port_nets.png
The bar under the picture is 50 um long.
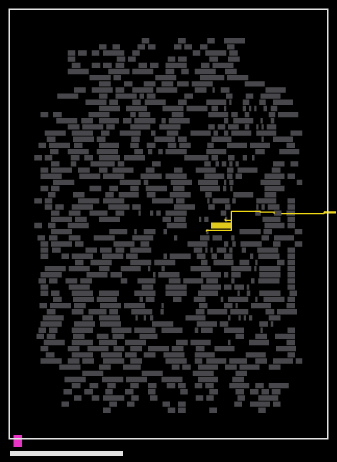
pdn.png
The bar under the picture is 50 um long. Pins as bars on the die edge.
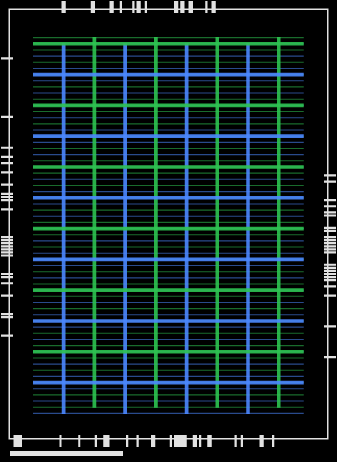
$ cat src/rtl/sseg_scan_ctrl.sv
// Multiplexed N-digit seven-segment scan controller with dead time, per-digit
// enables and frame-synchronous double buffering. Define SSEG_SCAN_DIM_EN for PWM dimming.
module sseg_scan_ctrl #(
    parameter int DIGITS   = 8,
    parameter int PRESC_W  = 16,
    parameter int BRIGHT_W = 4,
    parameter int DEAD     = 4
) (
    input  logic                       clk,
    input  logic                       reset,
    input  logic [7*DIGITS-1:0]        seg_in,
    input  logic [DIGITS-1:0]          dp_in,
    input  logic [DIGITS-1:0]          digit_en,
    input  logic [BRIGHT_W-1:0]        bright,
    input  logic                       load,
    output logic                       upd_pending,
    output logic [DIGITS-1:0]          an,
    output logic [7:0]                 sseg,
    output logic [$clog2(DIGITS)-1:0]  digit_idx,
    output logic                       frame_start
);
    localparam int IDX_W = $clog2(DIGITS);

    logic [PRESC_W-1:0]  p_reg, p_next;
    logic [IDX_W-1:0]    idx_reg, idx_next;
    logic [7*DIGITS-1:0] pend_seg_reg, act_seg_reg;
    logic [DIGITS-1:0]   pend_dp_reg, act_dp_reg;
    logic [DIGITS-1:0]   pend_en_reg, act_en_reg;
    logic                upd_reg;
    logic [DIGITS-1:0]   an_reg, an_next;
    logic [7:0]          sseg_reg, sseg_next;
    logic                fs_reg, fs_next;

    logic                slot_wrap, frame_wrap, lit;
    logic [6:0]          act_pat [DIGITS];

    genvar gi;
    generate
        for (gi = 0; gi < DIGITS; gi++) begin : g_digit
            assign act_pat[gi] = act_seg_reg[7*gi +: 7];
            assign an_next[gi] = ~(lit && (idx_reg == IDX_W'(gi)));
        end
    endgenerate

    always_comb begin
        slot_wrap  = (p_reg == '1);
        frame_wrap = slot_wrap && (idx_reg == IDX_W'(DIGITS-1));
        p_next     = p_reg + 1'b1;
        idx_next   = idx_reg;
        if (slot_wrap) begin
            idx_next = frame_wrap ? '0 : idx_reg + 1'b1;
        end
    end

    // Lit evaluation uses the current counter; the pins register it one cycle later.
    always_comb begin
        lit = (p_reg >= PRESC_W'(DEAD)) && act_en_reg[idx_reg];
`ifdef SSEG_SCAN_DIM_EN
        lit = lit && (p_reg[PRESC_W-1 -: BRIGHT_W] <= bright);
`endif
        sseg_next = lit ? {~act_dp_reg[idx_reg], act_pat[idx_reg]} : 8'hFF;
        fs_next   = (p_reg == '0) && (idx_reg == '0);
    end

`ifndef SSEG_SCAN_DIM_EN
    logic unused_bright;
    assign unused_bright = ^bright;
`endif

    always_ff @(posedge clk or posedge reset) begin
        if (reset) begin
            p_reg    <= '0;
            idx_reg  <= '0;
            an_reg   <= '1;
            sseg_reg <= 8'hFF;
            fs_reg   <= 1'b0;
        end else begin
            p_reg    <= p_next;
            idx_reg  <= idx_next;
            an_reg   <= an_next;
            sseg_reg <= sseg_next;
            fs_reg   <= fs_next;
        end
    end

    // On a boundary coinciding with a load, the old pending data goes active
    // while the new load lands in pending and stays flagged for the next frame.
    always_ff @(posedge clk or posedge reset) begin
        if (reset) begin
            pend_seg_reg <= '1;
            pend_dp_reg  <= '0;
            pend_en_reg  <= '0;
            act_seg_reg  <= '1;
            act_dp_reg   <= '0;
            act_en_reg   <= '0;
            upd_reg      <= 1'b0;
        end else begin
            if (frame_wrap && upd_reg) begin
                act_seg_reg <= pend_seg_reg;
                act_dp_reg  <= pend_dp_reg;
                act_en_reg  <= pend_en_reg;
            end
            if (load) begin
                pend_seg_reg <= seg_in;
                pend_dp_reg  <= dp_in;
                pend_en_reg  <= digit_en;
                upd_reg      <= 1'b1;
            end else if (frame_wrap) begin
                upd_reg <= 1'b0;
            end
        end
    end

    assign an          = an_reg;
    assign sseg        = sseg_reg;
    assign frame_start = fs_reg;
    assign digit_idx   = idx_reg;
    assign upd_pending = upd_reg;
endmodule

$ cat config.mk
export PLATFORM = sky130hd
export DESIGN_NAME = sseg_scan_ctrl
export DESIGN_NICKNAME = d
export VERILOG_FILES = /design/src/rtl/sseg_scan_ctrl.sv
export SDC_FILE = /design/constraint.sdc
export NUM_CORES = 1
export LEC_CHECK = 0
export CELL_PAD_IN_SITES_DETAIL_PLACEMENT = 1
export CELL_PAD_IN_SITES_GLOBAL_PLACEMENT = 2
export CORE_AREA = 10 10 130 179
export DETAILED_ROUTE_END_ITERATION = 10
export DIE_AREA = 0 0 140 189
export MAX_ROUTING_LAYER = met4
export PLACE_DENSITY_LB_ADDON = 0.1
export SYNTH_ARGS = -nofsm -noshare
export SYNTH_HDL_FRONTEND = slang
export SYNTH_SLANG_ARGS = --single-unit
$ cat constraint.sdc
create_clock -name clk -period 6.8 [get_ports clk]
set_clock_uncertainty 0.05 [all_clocks]
set_input_delay 1.02 -clock clk [delete_from_list [all_inputs] [get_ports clk]]
set_output_delay 1.02 -clock clk [all_outputs]
set_load 0.02 [all_outputs]
==> out/qor_table.md <==
| Result | This run | Unit |
| --- | --- | --- |
| Launch instance of the worst register-to-register path | digit_idx[1] | - |
| CP max stage delay | 0.85 | ns |
| Number of hold violations in the final report | 0 | - |
| Library cells used by synthesis | 33 | - |
| Number of buffers created by CTS | 17 | - |
| Clock tree from TritonCTS | yes | - |
| Peak-usage layer in the global routing report | met2 | - |
| Worst Path Class, Setup | flip-flop to flip-flop | - |
| Post-Route Hold Slack | 0.454 | ns |
| Slowest CP cell | sky130_fd_sc_hd__dfrtp_1 | - |
| Headroom to the max-slew limit | 0.266 | - |
| Share of the cycle needed by the critical path after routing | 0.476 | - |
| Insertion delay at the late pin of the worst-skew pair | 0.42 | ns |
| Initial DRC count | 151 | - |
| Avg Vias per Cell | 4.91 | - |
| Min Clock Period, post-route | 3.24 | ns |
| Total Nets Final | 670 | - |
| Run status | finished, final reports clean | - |
| Largest fanout on the critical path | 60 | - |
| Total via count in the routed design | 4164 | - |
| Most used cell, CP | sky130_fd_sc_hd__ha_1 | - |
| Clock transition at path regs | 0.07 | ns |
| Number of nets with antenna violations after detailed routing | 0 | - |
| First-pass GRT wire length | 27000 | um |
| Clock Sinks | 181 | - |
| Class of the worst hold path | flip-flop to flip-flop | - |
| Count of TritonRoute iterations in the first routing pass | 4 | - |
Back to the opening pictures, port_nets.png:
color	port	direction	end cells	buffers
yellow	upd_pending	output	1	1
magenta	bright	input	0	0
number of input and output port buffers inserted: 95
I/O pins: 100

Back to the opening pictures, pdn.png:
color	net
blue	VSS
green	VDD
met5 straps	12
signal pins	100
met1 rails	62
peak supply drop: 0.157 mV
floorplan core area: 19800 um2
chip height: 189 um
horizontal die dimension: 140 um

==> cell type report <==
cell class | instances | area [um2] | area share
multi-input combinational | 276 | 2940 | 0.307
clock buffer | 22 | 484 | 0.0505
sequential | 181 | 4690 | 0.489
tap | 252 | 315 | 0.0329
clock inverter | 10 | 143 | 0.0149
inverter | 8 | 35.0 | 0.00366
timing repair buffer | 99 | 978 | 0.102
==> stage by stage <==
step / cell area, um2 / util
global placement: 8960 / 0.451
detailed placement: 8960 / 0.451
CTS: 9580 / 0.483
global route: 9580 / 0.483
finish: 9580 / 0.483
floorplan: 7800 / -
==> path summary, 6_finish.rpt <==
| kind | end | slack, ns | cells after the start |
|---|---|---|---|
| setup / recovery | act_en_reg[6] | 3.56 | 6 |
| hold / removal | act_en_reg[1] | 0.45 | 1 |
| setup reg to reg | act_en_reg[6] | 3.56 | 6 |
| hold reg to reg | act_en_reg[1] | 0.45 | 1 |
| max in group asynchronous | digit_idx[2] | 4.12 | 3 |
| min in group asynchronous | act_dp_reg[4] | 1.20 | 2 |
==> cell usage after synthesis, drive strengths merged <==
library cell    n
nand4           2
or2             1
and2b           1
o21a            1
nor2           14
dfrtp          53
dfstp         128
ha              8
mux2          163
o22ai           7
buf            11
nand3          13
and4            1
a31oi           1
xor2            6
clkbuf         11
xnor2           8
nand2          17
nand2b          2
mux4           10
inv             8
mux2i           1
nor3            4
o21ai           8
and3            4
nor4            4
==> report_power, final <==
| group | internal [mW] | switching, mW |
|---|---|---|
| registers | 1.15 | 0.0236 |
| clock network | 0.621 | 0.406 |
| logic | 0.0767 | 0.0473 |
==> cells by family after synthesis <==
family	synth area share
AOI/OAI and AO/OA	0.0125
xor gates and xnor gates	0.0157
adders and majority gates	0.0128
buffers and inverters	0.0218
DFF	0.601
muxes	0.294
and+or+nand+nor	0.0414
==> metal layers <==
metal / vias to the layer above / part of all wire
li1: 1916 / -
met1: 2171 / 0.43
met2: 65 / 0.53
met3: 12 / 0.027
met4: 0 / 0.013
met5: - / 0
